[src/rtl/uart_rx_ctrl.sv]
// ============================================================================
// Module  : uart_rx_ctrl
// Purpose : Configuration owner and buffered byte/error front-end for UART_RX.
// Revision: 1.0
// ============================================================================
`default_nettype none

module uart_rx_ctrl #(
  parameter int         FIFO_DEPTH   = 8,
  parameter int         IDLE_BITS    = 2,
  parameter logic [5:0] PRESCALE_RST = 6'd8
) (
  input  logic                          clk,
  input  logic                          rst_n,
  input  logic                          rx_in,
  input  logic                          cfg_wr,
  input  logic                          cfg_par_en,
  input  logic                          cfg_par_typ,
  input  logic [5:0]                    cfg_prescale,
  output logic                          PAR_EN,
  output logic                          PAR_TYP,
  output logic [5:0]                    prescale,
  output logic                          cfg_pending,
  input  logic [7:0]                    rx_p_data,
  input  logic                          rx_data_valid,
  input  logic                          rx_par_err,
  input  logic                          rx_stp_err,
  output logic [7:0]                    out_data,
  output logic                          out_valid,
  input  logic                          out_ready,
  output logic [$clog2(FIFO_DEPTH):0]   fifo_count,
  output logic                          overflow,
  output logic [7:0]                    par_err_cnt,
  output logic [7:0]                    stp_err_cnt,
  input  logic                          err_clr
);

  localparam int             AW      = $clog2(FIFO_DEPTH);
  localparam logic [AW:0]    DEPTH_C = (AW+1)'(FIFO_DEPTH);
  localparam logic [AW-1:0]  PTR_ONE = AW'(1);
  localparam logic [AW:0]    CNT_ONE = (AW+1)'(1);

  typedef enum logic [1:0] {
    QUIET  = 2'd0,
    IDLE   = 2'd1,
    ACTIVE = 2'd2
  } state_e;

  state_e      state_q, state_d;
  logic [11:0] quiet_cnt_q, quiet_cnt_d;
  logic [11:0] idle_thr;
  logic        idle_reached;

  logic        dv_prev_q, par_prev_q, stp_prev_q;
  logic        dv_rise_q, par_rise_q, stp_rise_q;
  logic        good_q;
  logic [7:0]  data_q;
  logic        dv_rise;
  logic        frame_evt;

  logic        sh_par_en_q, sh_par_en_d;
  logic        sh_par_typ_q, sh_par_typ_d;
  logic [5:0]  sh_prescale_q, sh_prescale_d;
  logic        pending_q, pending_d;
  logic        par_en_q, par_en_d;
  logic        par_typ_q, par_typ_d;
  logic [5:0]  prescale_q, prescale_d;
  logic        cfg_load;
  logic        cfg_apply;

  logic [7:0]     mem_q [FIFO_DEPTH];
  logic [AW-1:0]  wr_ptr_q, wr_ptr_d;
  logic [AW-1:0]  rd_ptr_q, rd_ptr_d;
  logic [AW:0]    count_q, count_d;
  logic           fifo_full;
  logic           fifo_nonempty;
  logic           push, pop, drop;

  logic        overflow_q, overflow_d;
  logic [7:0]  par_cnt_q, par_cnt_d;
  logic [7:0]  stp_cnt_q, stp_cnt_d;

  // ---------------------------------------------------------------------------
  // Line-idle qualification
  // ---------------------------------------------------------------------------
  assign idle_thr     = 12'(IDLE_BITS) * {6'd0, prescale_q};
  assign idle_reached = (quiet_cnt_q >= idle_thr);
  assign frame_evt    = dv_rise_q | par_rise_q | stp_rise_q;

  always_comb begin
    quiet_cnt_d = quiet_cnt_q;
    if (!rx_in) begin
      quiet_cnt_d = 12'd0;
    end else if (quiet_cnt_q != 12'hFFF) begin
      quiet_cnt_d = quiet_cnt_q + 12'd1;
    end
  end

  always_comb begin
    state_d = state_q;
    case (state_q)
      QUIET: begin
        if (!rx_in) begin
          state_d = ACTIVE;
        end else if (idle_reached) begin
          state_d = IDLE;
        end
      end
      IDLE: begin
        if (!rx_in) begin
          state_d = ACTIVE;
        end
      end
      ACTIVE: begin
        // A frame that never produces an event is treated as aborted once the line has been high long enough.
        if (frame_evt || idle_reached) begin
          state_d = QUIET;
        end
      end
      default: state_d = QUIET;
    endcase
  end

  always_ff @(posedge clk or negedge rst_n) begin
    if (!rst_n) begin
      state_q     <= QUIET;
      quiet_cnt_q <= 12'd0;
    end else begin
      state_q     <= state_d;
      quiet_cnt_q <= quiet_cnt_d;
    end
  end

  // ---------------------------------------------------------------------------
  // Receiver status edge detection
  // ---------------------------------------------------------------------------
  assign dv_rise = rx_data_valid & ~dv_prev_q;

  always_ff @(posedge clk or negedge rst_n) begin
    if (!rst_n) begin
      dv_prev_q  <= 1'b0;
      par_prev_q <= 1'b0;
      stp_prev_q <= 1'b0;
      dv_rise_q  <= 1'b0;
      par_rise_q <= 1'b0;
      stp_rise_q <= 1'b0;
      good_q     <= 1'b0;
      data_q     <= 8'h00;
    end else begin
      dv_prev_q  <= rx_data_valid;
      par_prev_q <= rx_par_err;
      stp_prev_q <= rx_stp_err;
      dv_rise_q  <= dv_rise;
      par_rise_q <= rx_par_err & ~par_prev_q;
      stp_rise_q <= rx_stp_err & ~stp_prev_q;
      good_q     <= dv_rise & ~rx_par_err & ~rx_stp_err;
      if (dv_rise) begin
        data_q <= rx_p_data;
      end
    end
  end

  // ---------------------------------------------------------------------------
  // Configuration shadow and idle-gated apply
  // ---------------------------------------------------------------------------
  assign cfg_load  = cfg_wr && (cfg_prescale != 6'd0);
  assign cfg_apply = (state_q == IDLE) && rx_in && pending_q;

  always_comb begin
    sh_par_en_d   = sh_par_en_q;
    sh_par_typ_d  = sh_par_typ_q;
    sh_prescale_d = sh_prescale_q;
    pending_d     = pending_q;
    par_en_d      = par_en_q;
    par_typ_d     = par_typ_q;
    prescale_d    = prescale_q;
    // Apply always takes the pre-edge shadow; a coincident write re-arms pending.
    if (cfg_apply) begin
      par_en_d   = sh_par_en_q;
      par_typ_d  = sh_par_typ_q;
      prescale_d = sh_prescale_q;
      pending_d  = 1'b0;
    end
    if (cfg_load) begin
      sh_par_en_d   = cfg_par_en;
      sh_par_typ_d  = cfg_par_typ;
      sh_prescale_d = cfg_prescale;
      pending_d     = 1'b1;
    end
  end

  always_ff @(posedge clk or negedge rst_n) begin
    if (!rst_n) begin
      sh_par_en_q   <= 1'b0;
      sh_par_typ_q  <= 1'b0;
      sh_prescale_q <= PRESCALE_RST;
      pending_q     <= 1'b0;
      par_en_q      <= 1'b0;
      par_typ_q     <= 1'b0;
      prescale_q    <= PRESCALE_RST;
    end else begin
      sh_par_en_q   <= sh_par_en_d;
      sh_par_typ_q  <= sh_par_typ_d;
      sh_prescale_q <= sh_prescale_d;
      pending_q     <= pending_d;
      par_en_q      <= par_en_d;
      par_typ_q     <= par_typ_d;
      prescale_q    <= prescale_d;
    end
  end

  // ---------------------------------------------------------------------------
  // Byte FIFO
  // ---------------------------------------------------------------------------
  assign fifo_full     = (count_q == DEPTH_C);
  assign fifo_nonempty = (count_q != '0);
  assign pop           = fifo_nonempty & out_ready;
  assign push          = good_q & (~fifo_full | pop);
  assign drop          = good_q & fifo_full & ~pop;

  always_comb begin
    wr_ptr_d = wr_ptr_q;
    rd_ptr_d = rd_ptr_q;
    count_d  = count_q;
    if (push) begin
      wr_ptr_d = wr_ptr_q + PTR_ONE;
    end
    if (pop) begin
      rd_ptr_d = rd_ptr_q + PTR_ONE;
    end
    case ({push, pop})
      2'b10:   count_d = count_q + CNT_ONE;
      2'b01:   count_d = count_q - CNT_ONE;
      default: count_d = count_q;
    endcase
  end

  always_ff @(posedge clk or negedge rst_n) begin
    if (!rst_n) begin
      wr_ptr_q <= '0;
      rd_ptr_q <= '0;
      count_q  <= '0;
    end else begin
      wr_ptr_q <= wr_ptr_d;
      rd_ptr_q <= rd_ptr_d;
      count_q  <= count_d;
    end
  end

  always_ff @(posedge clk) begin
    if (push) begin
      mem_q[wr_ptr_q] <= data_q;
    end
  end

  // ---------------------------------------------------------------------------
  // Error statistics
  // ---------------------------------------------------------------------------
  always_comb begin
    overflow_d = overflow_q;
    par_cnt_d  = par_cnt_q;
    stp_cnt_d  = stp_cnt_q;
    if (err_clr) begin
      overflow_d = 1'b0;
      par_cnt_d  = 8'd0;
      stp_cnt_d  = 8'd0;
    end else begin
      if (drop) begin
        overflow_d = 1'b1;
      end
      if (par_rise_q && (par_cnt_q != 8'hFF)) begin
        par_cnt_d = par_cnt_q + 8'd1;
      end
      if (stp_rise_q && (stp_cnt_q != 8'hFF)) begin
        stp_cnt_d = stp_cnt_q + 8'd1;
      end
    end
  end

  always_ff @(posedge clk or negedge rst_n) begin
    if (!rst_n) begin
      overflow_q <= 1'b0;
      par_cnt_q  <= 8'd0;
      stp_cnt_q  <= 8'd0;
    end else begin
      overflow_q <= overflow_d;
      par_cnt_q  <= par_cnt_d;
      stp_cnt_q  <= stp_cnt_d;
    end
  end

  assign PAR_EN      = par_en_q;
  assign PAR_TYP     = par_typ_q;
  assign prescale    = prescale_q;
  assign cfg_pending = pending_q;
  assign out_valid   = fifo_nonempty;
  assign out_data    = fifo_nonempty ? mem_q[rd_ptr_q] : 8'h00;
  assign fifo_count  = count_q;
  assign overflow    = overflow_q;
  assign par_err_cnt = par_cnt_q;
  assign stp_err_cnt = stp_cnt_q;

endmodule

`default_nettype wire

[config.mk]
export PLATFORM = sky130hd
export DESIGN_NAME = uart_rx_ctrl
export DESIGN_NICKNAME = d
export VERILOG_FILES = /design/src/rtl/uart_rx_ctrl.sv
export SDC_FILE = /design/constraint.sdc
export NUM_CORES = 1
export LEC_CHECK = 0
export ABC_AREA = 1
export CORE_MARGIN = 1.5
export CORE_UTILIZATION = 47
export DETAILED_ROUTE_END_ITERATION = 7
export PLACE_DENSITY = 0.68
export REMOVE_ABC_BUFFERS = 1
export SYNTH_ARGS = -nofsm -noshare
export SYNTH_HDL_FRONTEND = slang
export SYNTH_SLANG_ARGS = --single-unit
[constraint.sdc]
create_clock -name clk -period 5.4 [get_ports clk]
set_clock_uncertainty 0.1 [all_clocks]
set_input_delay 0.81 -clock clk [delete_from_list [all_inputs] [get_ports clk]]
set_output_delay 0.81 -clock clk [all_outputs]
set_load 0.01 [all_outputs]
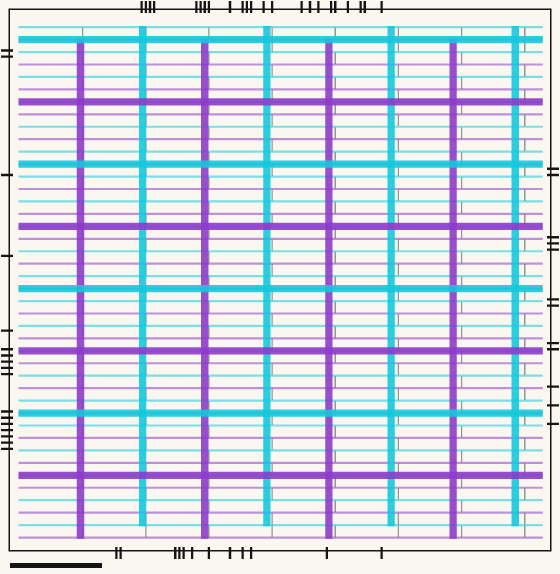
pdn.png
The bar under the picture is 20 um long. Pins as bars on the die edge. Tap cells in gray.
[purple] VSS
[cyan] VDD
signal pins: 64
tap cells: 172
rows: 41
met5 straps: 8

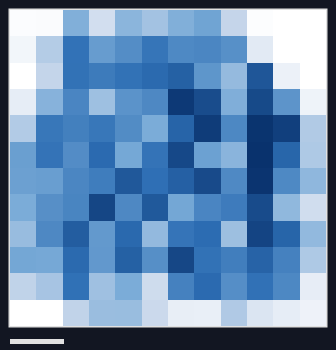
density.png
The bar under the picture is 20 um long. The die is cut into 12 by 12 equal tiles; white is low, dark blue is high, 0 to 100% covered.
tiles over 75% full: 22%
nearly empty tiles: 6.9%
densest ninth of the die: center

power breakdown:
part	internal (uW)	switching (uW)	leakage, uW
clock	728	442	0.000292
combinational	410	474	0.00149
sequential	1210	162	0.00152
sequential cells by signal, indices dropped and copies added, names as in the netlist, 2 cells and up:
signal and flops:
rd_ptr_q 3, par_err_cnt 8, mem_q 64, sh_prescale_q 6
data_q 8, stp_err_cnt 8, fifo_count 4, wr_ptr_q 3
prescale 6, quiet_cnt_q 12, state_q 2
cell type report:
type	count	area (um^2)
multi-input cells	432	2120
inverters	69	259
flip-flops and latches	137	3750
clock inverters	14	173
well taps	172	215
fillers	1075	5200
repair buffers	63	628
clock buffers	18	429
layout by cell type, fill, tap and decap left out, types with 2 or more instances in the layout:
master	netlist	final
sky130_fd_sc_hd__inv_1	66	66
sky130_fd_sc_hd__dfrtp_1	71	71
sky130_fd_sc_hd__nand2_1	155	155
sky130_fd_sc_hd__clkbuf_16	0	17
sky130_fd_sc_hd__nand3_1	26	26
sky130_fd_sc_hd__dfstp_2	2	2
sky130_fd_sc_hd__ha_1	14	14
sky130_fd_sc_hd__or2_2	3	3
sky130_fd_sc_hd__xor2_1	6	6
sky130_fd_sc_hd__o21ai_0	60	60
sky130_fd_sc_hd__inv_6	0	2
sky130_fd_sc_hd__o22ai_1	8	8
sky130_fd_sc_hd__o211ai_1	9	9
sky130_fd_sc_hd__a21oi_1	9	9
sky130_fd_sc_hd__bufinv_16	0	3
sky130_fd_sc_hd__clkinv_1	3	4
sky130_fd_sc_hd__nand4_1	13	13
sky130_fd_sc_hd__a31oi_1	2	2
sky130_fd_sc_hd__clkdlybuf4s50_1	0	62
sky130_fd_sc_hd__nor3_1	14	14
sky130_fd_sc_hd__o21ai_1	3	3
sky130_fd_sc_hd__nor2_2	2	2
sky130_fd_sc_hd__nor2_1	95	95
sky130_fd_sc_hd__clkinv_2	0	2
sky130_fd_sc_hd__nand3_2	3	3
sky130_fd_sc_hd__edfxtp_1	64	64
sky130_fd_sc_hd__xnor2_1	4	4
sky130_fd_sc_hd__clkinv_4	0	5
metal layers:
metal / share of wire (%) / global-route usage [%]
met1: 44 / 24.6
met2: 51 / 34.3
met3: 3.4 / 5.33
met4: 1.2 / 7.09
met5: 0 / 0
final timing paths:
path	start	endpoint	slack, ns	depth (start not counted)
setup / recovery	rd_ptr_q[0]$_DFFE_PN0N_	out_data[2]	1.25	6
hold / removal	stp_prev_q$_DFF_PN0_	stp_rise_q$_DFF_PN0_	0.30	1
setup reg to reg	fifo_count[1]$_DFFE_PN0P_	fifo_count[3]$_DFFE_PN0P_	2.68	12
hold reg to reg	stp_prev_q$_DFF_PN0_	stp_rise_q$_DFF_PN0_	0.30	1
max in group asynchronous	rst_n	rd_ptr_q[2]$_DFFE_PN0N_	4.16	1
min in group asynchronous	rst_n	par_err_cnt[1]$_DFFE_PN0P_	0.42	1
per-stage QoR:
| stage | instances | setup WS [ns] | area (um^2) |
|---|---|---|---|
| after global placement | 873 | 1.88 | 6980 |
| after floorplan | 638 | 2.79 | 6130 |
| after CTS | 905 | 1.25 | 7580 |
| after global routing | 905 | 1.02 | 7580 |
| after detailed placement | 873 | 1.72 | 6980 |
| final | 905 | 1.25 | 7580 |
==> notes.md <==
The synthesis and PnR run went through. The report lists the cells along the critical path as inv_1 > o21ai_0 > o22ai_1 > nor2_1 > nor2_1 > clkdlybuf4s50_1. Count of standard-cell rows landed at approximately 41. In the synthesized netlist, mux cells make up 0% of the area. Max-cap violations in this run came to 0. Number of warning messages in the yosys log landed at 0. Maximum number of pins on one net before global-route repair landed at roughly 74. OpenROAD warning count landed at 25.

The cell type that accounts for the most area after synthesis is sky130_fd_sc_hd__edfxtp_1. Normalized max-slew margin landed at about 29%. Number of synthesized flops with an enable pin landed at ~64. Per the post-CTS timing run, clock transition at the registers of the reported paths is 0.06 ns. Total of hold buffers inserted after clock tree synthesis landed at 0. The H-tree was split into 4 levels. In the synthesized netlist, the number of instances is between 600 and 700.

Per STA, the highest per-stage delay on the worst path measures between 0.9 and 1 ns. Clock period minus final worst setup slack landed at approximately 4.1 ns. STA classifies the critical path startpoint as a register. Flip-flop and latch count after synthesis landed at ~140. The clock passes through at most 2 buffers.

Per the synth stats, the flop cell with the highest instance count is sky130_fd_sc_hd__dfrtp_1. Number of DRC violations after detailed routing landed at 0. Grouping non-sequential cells by family puts the most area in simple AND/OR/NAND/NOR gates. Via density per instance landed at about 5.2.

The flow reports an fmax of 241 MHz. The synthesis run shows the most used standard cells to be sky130_fd_sc_hd__nand2_1, sky130_fd_sc_hd__nor2_1, sky130_fd_sc_hd__dfrtp_1, sky130_fd_sc_hd__inv_1, sky130_fd_sc_hd__edfxtp_1. The die is between 100 and 150 um tall. Measured along the x axis, the die boundary spans 118 um.

sky130_fd_sc_hd__nand2_1 is the most common cell in the netlist. Per the final timing report, the hold violations number 0. Across every metal layer, demand over resource in global routing totals roughly a fifth. The most numerous cell type found on the critical path is sky130_fd_sc_hd__nor2_1. Final weighted congestion in routability-driven placement landed at around 0.88. The leakage component of the power was reported as 0.00329 uW. In this run the tool buffered the top-level ports with approximately 63 buffer cells. Final tally of setup violations landed at 0.

Summed over all nets, the half-perimeter wirelength after detailed placement is between 9 and 10 mm. Data required time at the worst endpoint landed at between 4 and 5 ns. The number of setup buffers added after CTS is 0.

Data arrival at the endpoint of the critical path landed at ~3.2 ns. The number of antenna diodes in the final layout is 0. Setup repair after global routing left no endpoint under its margin.

The run finished with clean final reports. Dividing the detail-routed wire length by the instance count gives around 15 um. The area recorded from the Yosys report for this design is 0.00621 mm^2. STA classifies the critical path endpoint as an output port.

Hold slack landed at ~0.3 ns. Synthesis-to-finish area growth landed at 21.9%. Number of distinct library cells after synthesis landed at 33. The synthesis report gives the async set-or-reset register share as between 50 and 60%.

For this configuration, the core starts out at a cell density of between 40% and 50%. The design draws 3420 uW. Final wirelength landed at 13.5 mm. Aggregate global routing overflow landed at 0. The skew report gives the latency at the later pin of the worst-skew pair as approximately 0.42 ns. The timing report shows that the slowest cell on the worst path is sky130_fd_sc_hd__dfrtp_1. Total power density per cell area landed at roughly 450 mW/mm^2. The critical path is of the reg2out type. Number of detailed-route iterations in the first pass landed at 5. The number of antenna violations at the first check in global routing came to 0. Cell count listed in synth_stat.txt landed at about 650.

The finished design was reported to have a net count of 760. Nets still carrying antenna violations after routing amount to 0. Sorting the synthesized cells by area gives the leading types as sky130_fd_sc_hd__edfxtp_1, sky130_fd_sc_hd__dfrtp_1, sky130_fd_sc_hd__nand2_1.

TritonCTS built the clock tree. After Yosys synthesis, full adders, half adders and majority gates account for 3.14% of the synthesized area. The synthesized netlist devotes about a fifth of its cell area to simple gates.

Clock tree synthesis found a total of 137 sinks. Top-area cell type share of the netlist area landed at between 30% and 40%. Number of violations reported at the end of detailed-routing iteration 0 landed at around 290. Transition time at the pin with the least slew margin landed at roughly 1.1 ns.

For reference, the post-synthesis area per instance comes to ~9.5 um^2. The cell area that synthesis handed to floorplanning was 0.00621 mm^2. In the final layout, the share of cells above drive strength 1 is 6.14%. Via count landed at between 4000 and 5000. Part of the Yosys area used for sequential elements landed at about three fifths.

Broken down by cell family, the worst path's largest delay share belongs to buffers and inverters. Area of the core landed at approximately 0.013 mm^2. Summed over all failing endpoints, the final setup total negative slack is 0 ns. Area of the chip landed at 0.0139 mm^2. The cell-mix breakdown from Yosys lists the compound-gate area share as slightly above 8%. The post-route utilization of the core is recorded as 59.3%. Gates resized during post-CTS repair numbered 0.

CTS buffer count landed at 17. Boundary pin count landed at around 64. Period utilization landed at between 70% and 80%. Global-route wire length before repair landed at ~22 mm. After Yosys synthesis, XOR and XNOR cells account for under 10% of the synthesized area. The number of global-route vias before repair was approximately 4500. The cell sitting at the root of the clock tree is a sky130_fd_sc_hd__clkbuf_16. The type recorded for the worst min-delay path is reg2reg. Max fanout on the critical path was recorded as 34. Combined buffer and inverter count along the critical path landed at 2. Count of pins over their slew limit landed at 0. Across the VDD grid, the largest voltage drop is roughly 0.00025 V.
Power and IR drop assume default switching activity.
